Figure 1. Register map, names as in the netlist (run 1).
Scale bar: 20 µm. Other sequential cells in the stronger gray, the rest of the logic in the fainter gray.
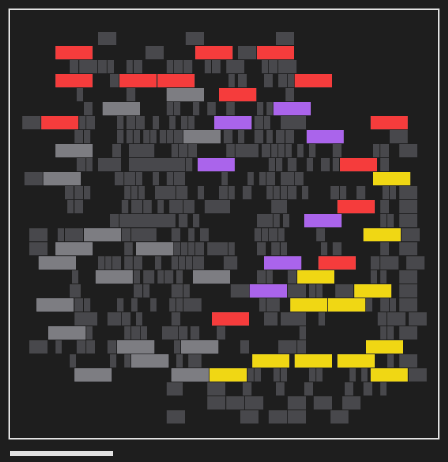
Figure 2. Congestion heat map (run 1).
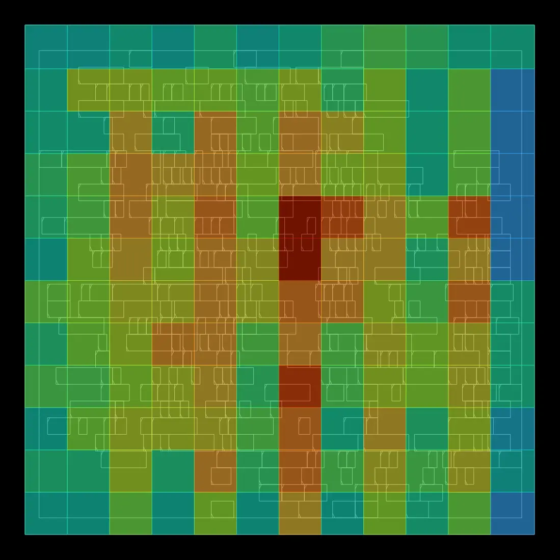
Figure 3. Signal wires by layer (run 1).
Scale bar: 20 µm. Only two layers are drawn.
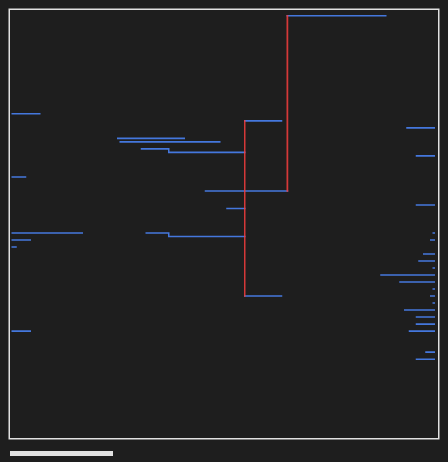
==> src/rtl/frame_writer.sv <==
// frame_writer: converts a raster-order 24-bit RGB pixel stream into 12-bit pixels and writes them
// into the back half of a double-buffered LED frame memory. At the end of each frame it flips
// buffer_select and holds off the next frame until the display side reports the flip on
// buffer_current, which is asynchronous and passes through a SYNC_STAGES-deep synchronizer.
//
// Optional feature macro: FRAME_WRITER_GAMMA_EN
//   defined   - each channel goes through a 256-entry synchronous gamma ROM (write latency N+2)
//   undefined - each channel is truncated to c[7:4] (write latency N+1)
//
// Ports:
//   clk, rst          write clock, synchronous active-high reset
//   in_valid/in_ready pixel handshake; in_sof marks pixel (0,0); in_data = {R,G,B} 8 bits each
//   wr, wr_addr       write strobe and address {~buffer_select, y[5:0], x[6:0]}
//   wr_data           {R[3:0], G[3:0], B[3:0]}
//   buffer_select     buffer the display should show after its next frame wrap
//   buffer_current    buffer the display is showing (asynchronous)
//   frame_done        one-cycle pulse when a swap completes
//   frame_err         one-cycle pulse on a framing error
module frame_writer #(
  parameter int unsigned WIDTH       = 96,
  parameter int unsigned SYNC_STAGES = 2
) (
  input  logic        clk,
  input  logic        rst,
  input  logic        in_valid,
  output logic        in_ready,
  input  logic        in_sof,
  input  logic [23:0] in_data,
  output logic        wr,
  output logic [13:0] wr_addr,
  output logic [11:0] wr_data,
  output logic        buffer_select,
  input  logic        buffer_current,
  output logic        frame_done,
  output logic        frame_err
);

  typedef enum logic [2:0] {StSync, StIdle, StFill, StDrain, StSwap} state_e;

  localparam int unsigned CntW  = $clog2(SYNC_STAGES + 1);
  localparam logic [6:0]  XLast = 7'(WIDTH - 1);
  localparam logic [5:0]  YLast = 6'd63;

  state_e                 state_q, state_d;
  logic [6:0]             x_q, x_d;
  logic [5:0]             y_q, y_d;
  logic [CntW-1:0]        settle_q, settle_d;
  logic [SYNC_STAGES-1:0] sync_q, sync_d;
  logic                   bsel_q, bsel_d;
  logic                   in_ready_q, in_ready_d;
  logic                   wr_q, wr_d;
  logic [13:0]            wr_addr_q, wr_addr_d;
  logic [11:0]            wr_data_q, wr_data_d;
  logic                   done_q, done_d;
  logic                   err_q, err_d;

  logic       bc_sync;
  logic       accept;
  logic       wr_go;
  logic [6:0] px_x;
  logic [5:0] px_y;
  logic       pipe_busy;

`ifdef FRAME_WRITER_GAMMA_EN
  // Lowest input value that maps to output k+1 under round(15*(v/255)^2.2).
  localparam logic [7:0] GammaThr [15] = '{
    8'd55, 8'd90, 8'd113, 8'd132, 8'd148, 8'd162, 8'd175, 8'd187,
    8'd197, 8'd208, 8'd217, 8'd226, 8'd235, 8'd244, 8'd252
  };

  function automatic logic [3:0] gamma_lut(input logic [7:0] v);
    logic [3:0] g;
    g = '0;
    for (int k = 0; k < 15; k++) begin
      if (v >= GammaThr[k]) g = 4'(k + 1);
    end
    return g;
  endfunction

  logic        s1_valid_q, s1_valid_d;
  logic [13:0] s1_addr_q, s1_addr_d;
  logic [23:0] s1_rgb_q, s1_rgb_d;
`else
  // Low nibbles are dropped by truncation.
  logic unused_data;
  assign unused_data = ^{in_data[19:16], in_data[11:8], in_data[3:0]};
`endif

  assign bc_sync = sync_q[SYNC_STAGES-1];
  assign accept  = in_valid && in_ready_q;

  always_comb begin
    state_d    = state_q;
    x_d        = x_q;
    y_d        = y_q;
    settle_d   = settle_q;
    bsel_d     = bsel_q;
    done_d     = 1'b0;
    err_d      = 1'b0;
    wr_go      = 1'b0;
    px_x       = x_q;
    px_y       = y_q;
    sync_d     = {sync_q[SYNC_STAGES-2:0], buffer_current};

    unique case (state_q)
      // Compare only once the synchronizer holds genuine samples, not its reset zeros.
      StSync: begin
        if (settle_q != CntW'(SYNC_STAGES)) begin
          settle_d = settle_q + CntW'(1);
        end else if (bc_sync == bsel_q) begin
          state_d = StIdle;
        end
      end
      StIdle: begin
        if (accept) begin
          if (in_sof) begin
            wr_go   = 1'b1;
            px_x    = '0;
            px_y    = '0;
            state_d = StFill;
            if (XLast == 7'd0) begin
              x_d = '0;
              y_d = 6'd1;
            end else begin
              x_d = 7'd1;
              y_d = '0;
            end
          end else begin
            err_d = 1'b1;
          end
        end
      end
      StFill: begin
        if (accept) begin
          wr_go = 1'b1;
          if (in_sof) begin
            // Restart the frame with this beat as (0,0).
            err_d = 1'b1;
            px_x  = '0;
            px_y  = '0;
            if (XLast == 7'd0) begin
              x_d = '0;
              y_d = 6'd1;
            end else begin
              x_d = 7'd1;
              y_d = '0;
            end
          end else if (x_q == XLast && y_q == YLast) begin
            x_d     = '0;
            y_d     = '0;
            state_d = StDrain;
          end else if (x_q == XLast) begin
            x_d = '0;
            y_d = y_q + 6'd1;
          end else begin
            x_d = x_q + 7'd1;
          end
        end
      end
      StDrain: begin
        if (!pipe_busy) begin
          bsel_d  = ~bsel_q;
          state_d = StSwap;
        end
      end
      StSwap: begin
        if (bc_sync == bsel_q) begin
          done_d  = 1'b1;
          state_d = StIdle;
        end
      end
      default: state_d = StSync;
    endcase

    in_ready_d = (state_d == StIdle) || (state_d == StFill);
  end

  // Write pipeline; the back-buffer bit is captured at acceptance.
`ifdef FRAME_WRITER_GAMMA_EN
  always_comb begin
    s1_valid_d = wr_go;
    s1_addr_d  = s1_addr_q;
    s1_rgb_d   = s1_rgb_q;
    if (wr_go) begin
      s1_addr_d = {~bsel_q, px_y, px_x};
      s1_rgb_d  = in_data;
    end
    wr_d      = s1_valid_q;
    wr_addr_d = wr_addr_q;
    wr_data_d = wr_data_q;
    if (s1_valid_q) begin
      wr_addr_d = s1_addr_q;
      wr_data_d = {gamma_lut(s1_rgb_q[23:16]), gamma_lut(s1_rgb_q[15:8]),
                   gamma_lut(s1_rgb_q[7:0])};
    end
  end

  assign pipe_busy = s1_valid_q | wr_q;

  always_ff @(posedge clk) begin
    if (rst) begin
      s1_valid_q <= 1'b0;
      s1_addr_q  <= '0;
      s1_rgb_q   <= '0;
    end else begin
      s1_valid_q <= s1_valid_d;
      s1_addr_q  <= s1_addr_d;
      s1_rgb_q   <= s1_rgb_d;
    end
  end
`else
  always_comb begin
    wr_d      = wr_go;
    wr_addr_d = wr_addr_q;
    wr_data_d = wr_data_q;
    if (wr_go) begin
      wr_addr_d = {~bsel_q, px_y, px_x};
      wr_data_d = {in_data[23:20], in_data[15:12], in_data[7:4]};
    end
  end

  assign pipe_busy = wr_q;
`endif

  always_ff @(posedge clk) begin
    if (rst) begin
      state_q    <= StSync;
      x_q        <= '0;
      y_q        <= '0;
      settle_q   <= '0;
      sync_q     <= '0;
      bsel_q     <= 1'b0;
      in_ready_q <= 1'b0;
      wr_q       <= 1'b0;
      wr_addr_q  <= '0;
      wr_data_q  <= '0;
      done_q     <= 1'b0;
      err_q      <= 1'b0;
    end else begin
      state_q    <= state_d;
      x_q        <= x_d;
      y_q        <= y_d;
      settle_q   <= settle_d;
      sync_q     <= sync_d;
      bsel_q     <= bsel_d;
      in_ready_q <= in_ready_d;
      wr_q       <= wr_d;
      wr_addr_q  <= wr_addr_d;
      wr_data_q  <= wr_data_d;
      done_q     <= done_d;
      err_q      <= err_d;
    end
  end

  assign in_ready      = in_ready_q;
  assign wr            = wr_q;
  assign wr_addr       = wr_addr_q;
  assign wr_data       = wr_data_q;
  assign buffer_select = bsel_q;
  assign frame_done    = done_q;
  assign frame_err     = err_q;

endmodule

==> config.mk <==
export PLATFORM = sky130hd
export DESIGN_NAME = frame_writer
export DESIGN_NICKNAME = d
export VERILOG_FILES = /design/src/rtl/frame_writer.sv
export SDC_FILE = /design/constraint.sdc
export NUM_CORES = 1
export LEC_CHECK = 0
export ABC_AREA = 1
export CORE_MARGIN = 2
export CORE_UTILIZATION = 35
export CTS_BUF_LIST = sky130_fd_sc_hd__clkbuf_8
export DETAILED_ROUTE_END_ITERATION = 7
export SLEW_MARGIN = 20
export SYNTH_ARGS = -nofsm -noshare
export SYNTH_HDL_FRONTEND = slang
export SYNTH_SLANG_ARGS = --single-unit
==> constraint.sdc <==
create_clock -name clk -period 2.41 [get_ports clk]
set_clock_uncertainty 0.05 [all_clocks]
set_input_delay 0.482 -clock clk [delete_from_list [all_inputs] [get_ports clk]]
set_output_delay 0.482 -clock clk [all_outputs]
set_load 0.005 [all_outputs]
==> impl_metrics.tcl, run 1 <==
# implementation run metrics
set metrics [dict create \
    die_x_um 83.1 \
    power_leakage_nw 1.12 \
    cts-resized-gates 0 \
    final_antenna_net_count 0 \
    layout.cells.most_common "sky130_fd_sc_hd__nor2_1" \
    drc 0 \
    wl_met3_um 213 \
    outcome "finished clean" \
    reg2reg_to "y_q[5]$_SDFFE_PP0P_" \
    final_critical_path_setup_slack_ns 0.556 \
    antenna_violations_before_repair 0 \
    top_level_port_count 60 \
    net-switching-power_w 0.000413 \
    cts-root-buf "sky130_fd_sc_hd__clkbuf_8" \
    dr_total_vias 2034 \
    layout.cell_area.non_filler_um2 2870 \
    critical-path-max-stage-delay_ns 0.58 \
    comb_power_share_pct 10.7 \
    min_to "sync_q[1]$_SDFF_PP0_" \
    power_top_consumer "registers" \
    setup.reg_to_reg.worst_slack_ns 0.61 \
    timing.critical_path.cells "clkdlybuf4s50_1 > inv_2 > nor2_2 > nand2_1 > nand2_1 > nand2_2 > inv_2 > nand3_1 > a21oi_1" \
    post_synth_edffs 0 \
    clock_latency_ns 0.31 \
    p_per_area_nw_per_um2 620 \
    netlist.top_cell.by_instances "sky130_fd_sc_hd__nor2_1" \
    critPathLaunch "in_sof" \
    worst-path-buf-inv 3 \
    holdCritPathClass "reg2reg" \
    route.final.wire_length_um 4930 \
    layout.cells.non_filler 427 \
    holdBufCountCts 0 \
    grtUsageMet1_pct 18.1 \
    post_synth_main_area_contributors "sky130_fd_sc_hd__dfxtp_1, sky130_fd_sc_hd__nor2_1, sky130_fd_sc_hd__nand3_1" \
    async_reset_ff_share_pct 0 \
    place.detailed.instances 419 \
    maxSlewViolCount 0 \
    detailed_place.area_um2 2730 \
    timing.critical_path.to_type "flop" \
    hpwlAfterDp_um 3410 \
    grt_setup_unrepaired "false" \
    timing.critical_path.to "x_q[1]$_SDFFE_PP0P_" \
    die_y_um 83.1 \
    yosysChipArea_um2 2190 \
    grt_max_degree 32 \
    core_area_um2 5990 \
    max_cap_violations 0 \
    yosysUniqueCellTypes 25 \
    grt_pass1_vias 1980 \
    viasPerCell 4.76 \
    hold-worst-slack_ns 0.356 \
    finalWeightedCongestion 0.834 \
    log.warning_count 38 \
    power.sequential.fraction_pct 49.6 \
    diodes 0 \
    critical_path_cell_count 9 \
    min_delay_path_depth 2 \
    wl_met1_um 2360 \
    cell_internal_pwr_w 0.00137 \
    synth_nets 336 \
    synth.top_cell.area_share_pct 46.7 \
    groute.usage.overall_pct 15.1 \
    netlist_instances 304 \
    synth-warning-count 0 \
    reg2reg_depth 10 \
    worstReg2RegStart "x_q[0]$_SDFFE_PP0P_" \
    worst_path_cell_with_the_longest_stage_delay "sky130_fd_sc_hd__clkdlybuf4s50_1" \
    slew_headroom_pct 75.8 \
    clock-sinks 51 \
    syn_to_final_growth_pct 31.2 \
    cts.htree.levels 2 \
    finalCritPeriodShare_pct 76.9 \
    start_kind "input pin" \
    highest_metal_layer_with_signal_wires "met4" \
    power.combinational.total_w 0.000191 \
    first_pass_grt_wire_length_um 8740 \
    fin_hold_viols 0 \
    achievable-frequency_ghz 0.539 \
    synth_stat.cells 304 \
    path_clk_slew_ns 0.09 \
    synth-main-ff-cell "sky130_fd_sc_hd__dfxtp_1" \
    tritoncts "yes" \
    timing.critical_path.max_delay_family "buffers and inverters" \
    worst_margin_pin_slew_ns 0.361 \
    p_sw_share_pct 23.2 \
    cts_made_buffers 5 \
    netlist_top_cells_count "sky130_fd_sc_hd__nor2_1, sky130_fd_sc_hd__dfxtp_1, sky130_fd_sc_hd__nand2_1, sky130_fd_sc_hd__nand3_1" \
    num-fill-cells 589 \
    rows 28 \
    min-delay-start "sync_q[0]$_SDFF_PP0_" \
    core_util_floorplan_pct 36.5 \
    drtIter0Drc 73 \
    met2_length_um 2290 \
    fin_setup_tns_ns 0 \
    global_route.overflow_total 0 \
    drt_pass1_iterations 4 \
    path_class "in2reg" \
    ys_seq_share_pct 46.7 \
    pwr.group.clock_w 0.000707 \
    power_frac_clock_pct 39.7 \
    postCtsSetupRepairBufs 0 \
    post_route_cells_drive_above_1_share_pct 6.82 \
    max_ffs_per_register 14 \
    met3_usage_pct 4.27 \
    cp_data_arrival_time_ns 2.05 \
    clockBufferDepth 2 \
    place_worst_setup_slack_ns 0.203 \
    mappedNetlistArea_um2 2190 \
    final_core_utilization_pct 47.9 \
    design_power_total_w 0.00178 \
    powerSeq_w 0.000883 \
    post_synthesis_register_bit_count 51 \
    yosysTopAreaCell "sky130_fd_sc_hd__dfxtp_1" \
    fp.dieArea_um2 6900 \
    most-common-layout-cells "sky130_fd_sc_hd__nor2_1, sky130_fd_sc_hd__dfxtp_1, sky130_fd_sc_hd__clkdlybuf4s50_1" \
    portBuffers 47 \
    worst_ep_required_time_ns 2.60 \
    crit_fanout 21 \
    setup_viol_count_final 0 \
    post-route-min-period_ns 1.85 \
    synthesis.area_per_instance_um2 7.19 \
    final_net_count 383 \
    max-vdd-ir-drop_v 0.000339 \
]
-- Figure 1 (at the start) --
color	name in the netlist	placed flops
red	wr_addr	14
purple	x_q	7
yellow	wr_data	12

-- Figure 2 (at the start) --
most used routing layer: met2
global routing usage on met2: 26.3%
Routed wire per std cell: 11.5 µm

-- Figure 3 (at the start) --
color	layer	wire length
red	met4	68.0 µm
blue	met3	213 µm

## run 1: kinds of logic (layout without fill, tap and decap cells)
family                   Yosys count  count (layout)  synth area share, %
AND-OR/OR-AND                     43              43                 9.84
XOR/XNOR                           4               4                 1.60
adder cells (fa/ha/maj)            3               3                 1.72
buffers and inverters             36              84                 6.64
flip-flops                        51              51                 46.7
AND/OR/NAND/NOR                  167             167                 33.5
## run 1: final cells by class
class | count | area, µm² | area share [%]
clock buffers | 5 | 68.8 | 2.40
clock inverters | 3 | 67.6 | 2.35
inverters | 24 | 90.1 | 3.14
multi-input cells | 217 | 1020 | 35.6
flip-flops and latches | 51 | 1020 | 35.6
well taps | 75 | 93.8 | 3.27
repair buffers | 52 | 508 | 17.7
## Run 2: what changed since run 1
- clock period: 2.41 -> 1.5 ns (I/O delays scaled with it)
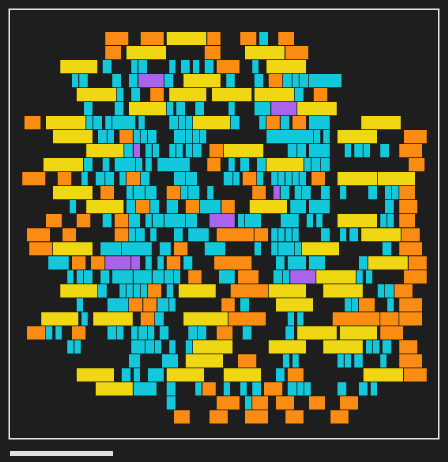
Figure 4: run 2, placement by cell class.
Scale bar: 20 µm.
color	class	cells
yellow	flip-flops	51
cyan	all other logic	241
purple	clock drivers and dummy loads	8
orange	other buffers and delay cells	89

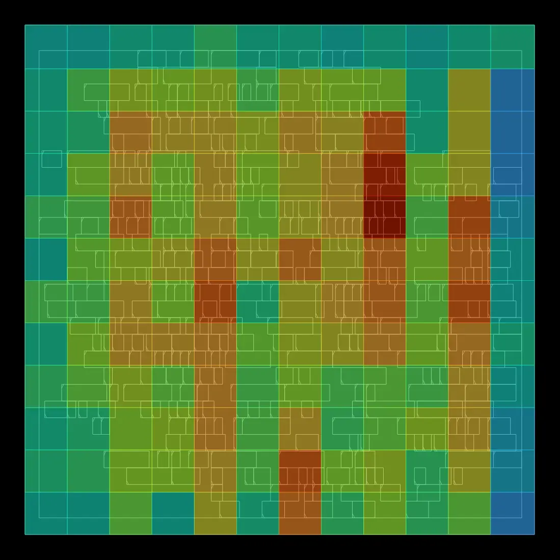
Figure 5: run 2, congestion heat map.
Global Route Usage Sum: 16.0%
Routed wire per std cell: 12.0 µm
post-layout util: 56.6%

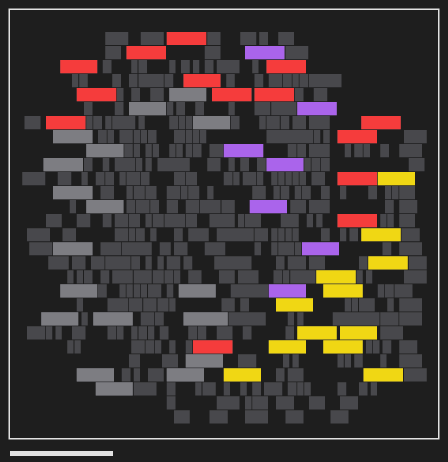
Figure 6: run 2, register map, names as in the netlist.
Scale bar: 20 µm. Other sequential cells in the stronger gray, the rest of the logic in the fainter gray.
color	name in the netlist	placed flops
purple	x_q	7
red	wr_addr	14
yellow	wr_data	12
not colored	18
sequential portion of the cell area: 31.2%
power dissipated in sequential cells: 0.00142 W
register area: 1060 µm²

==> run 2 against run 1 <==
Effect of this change: clock power up 6.5%; critical path depth down 3; cell area up 18%; via count up 8.6%; highest routed layer unchanged; combinational power up 130%; global-route usage up 0.85 points; power up 47%; wire length up 13%.
==> impl_metrics.tcl, run 2 <==
# implementation run metrics
set metrics [dict create \
    num-nonclk-inverters 24 \
    critPathLaunch "x_q[1]$_SDFFE_PP0P_" \
    fp.dieArea_um2 6900 \
    synth_stat.cells 304 \
    post_synth_and_or_nand_nor_area_fraction_pct 33.5 \
    netlist_instances 304 \
    rows 28 \
    reg2reg_depth 6 \
    core_util_floorplan_pct 36.5 \
    crit_fanout 4 \
    cts.htree.levels 2 \
    synth.top_cell.area_share_pct 46.7 \
    top_level_port_count 60 \
    hold-worst-slack_ns 0.360 \
    clockNetworkAreaShare_pct 2.40 \
    mappedNetlistArea_um2 2190 \
    synth.area.mux_share_pct 0 \
    p_per_area_nw_per_um2 772 \
    grt_pass1_vias 2125 \
    most-common-layout-cells "sky130_fd_sc_hd__nor2_1, sky130_fd_sc_hd__nand3_1, sky130_fd_sc_hd__nand2_1" \
    post-route-min-period_ns 1.47 \
    die_x_um 83.1 \
    die_y_um 83.1 \
    synth-main-ff-cell "sky130_fd_sc_hd__dfxtp_1" \
    timing.critical_path.max_delay_family "simple AND/OR/NAND/NOR gates" \
    ys_seq_share_pct 46.7 \
    max-vdd-ir-drop_v 0.000507 \
    drtIter0Drc 125 \
    outcome "finished clean" \
    logic_area_um2 1180 \
    clockBufferDepth 2 \
    area_dominant_class "multi-input combinational cells" \
    path_class "reg2reg" \
    worst_ep_required_time_ns 1.65 \
    worstReg2RegStart "x_q[1]$_SDFFE_PP0P_" \
    final-nonclk-buf-share_pct 26.1 \
    post_synthesis_register_bit_count 51 \
    critical-path-max-stage-delay_ns 0.37 \
    portBuffers 47 \
    antenna_violations_before_repair 0 \
    synth_nets 336 \
    reg2reg_to "in_ready$_SDFF_PP0_" \
    diodes 0 \
    fin_setup_tns_ns 0 \
    final_net_count 420 \
    route.final.wire_length_um 5550 \
    fin_hold_viols 0 \
    setup.reg_to_reg.worst_slack_ns 0.03 \
    maxSlewViolCount 0 \
    tritoncts "yes" \
    ys_sh_adder_pct 1.72 \
    netlist_top_cells_count "sky130_fd_sc_hd__nor2_1, sky130_fd_sc_hd__dfxtp_1, sky130_fd_sc_hd__nand2_1, sky130_fd_sc_hd__nand3_1" \
    signal_buffers 89 \
    final_antenna_net_count 0 \
    synth.cellmix.compoundShare_pct 9.84 \
    min_delay_path_depth 2 \
    min-delay-start "sync_q[0]$_SDFF_PP0_" \
    global_route.overflow_total 0 \
    path_clk_slew_ns 0.09 \
    n_multi_input_combinational_cell 217 \
    viasPerCell 4.76 \
    detailed_place.area_um2 2980 \
    topCombFamilyByArea "simple AND/OR/NAND/NOR gates" \
    critical_path_cell_count 6 \
    start_kind "flop" \
    post_synth_main_area_contributors "sky130_fd_sc_hd__dfxtp_1, sky130_fd_sc_hd__nor2_1, sky130_fd_sc_hd__nand3_1" \
    num_tap_cells 75 \
    log.warning_count 39 \
    yosysTopAreaCell "sky130_fd_sc_hd__dfxtp_1" \
    finalCritPeriodShare_pct 98.0 \
    num-fill-cells 574 \
]
==> run 2: cell counts after synthesis <==
No cell type changed its count.
==> run 2: per-stage QoR <==
step,total power [W],std cells
4_1_cts,0.00260,456
2_1_floorplan,0.00165,304
6_report,0.00262,464
3_5_place_dp,0.00182,445
3_3_place_gp,0.00181,445
5_1_grt,0.00276,464
==> run 2: layer usage <==
| metal | track usage, % | vias up | share of wire, % |
|---|---|---|---|
| met1 | 19.1 | 993 | 47 |
| met4 | 4.92 | 0 | 1.6 |
| met5 | 0 | - | 0 |
| met2 | 27.3 | 48 | 47 |
| met3 | 4.97 | 8 | 4.7 |
| li1 | - | 1160 | - |
==> run 2: report_power, final <==
group          switching [W]  internal [W]  leakage [nW]
Sequential         0.0000247       0.00139         0.426
Combinational       0.000226      0.000219          1.29
Clock               0.000439      0.000315        0.0505
No activity file was given, so power comes from the tool's default toggle rates.
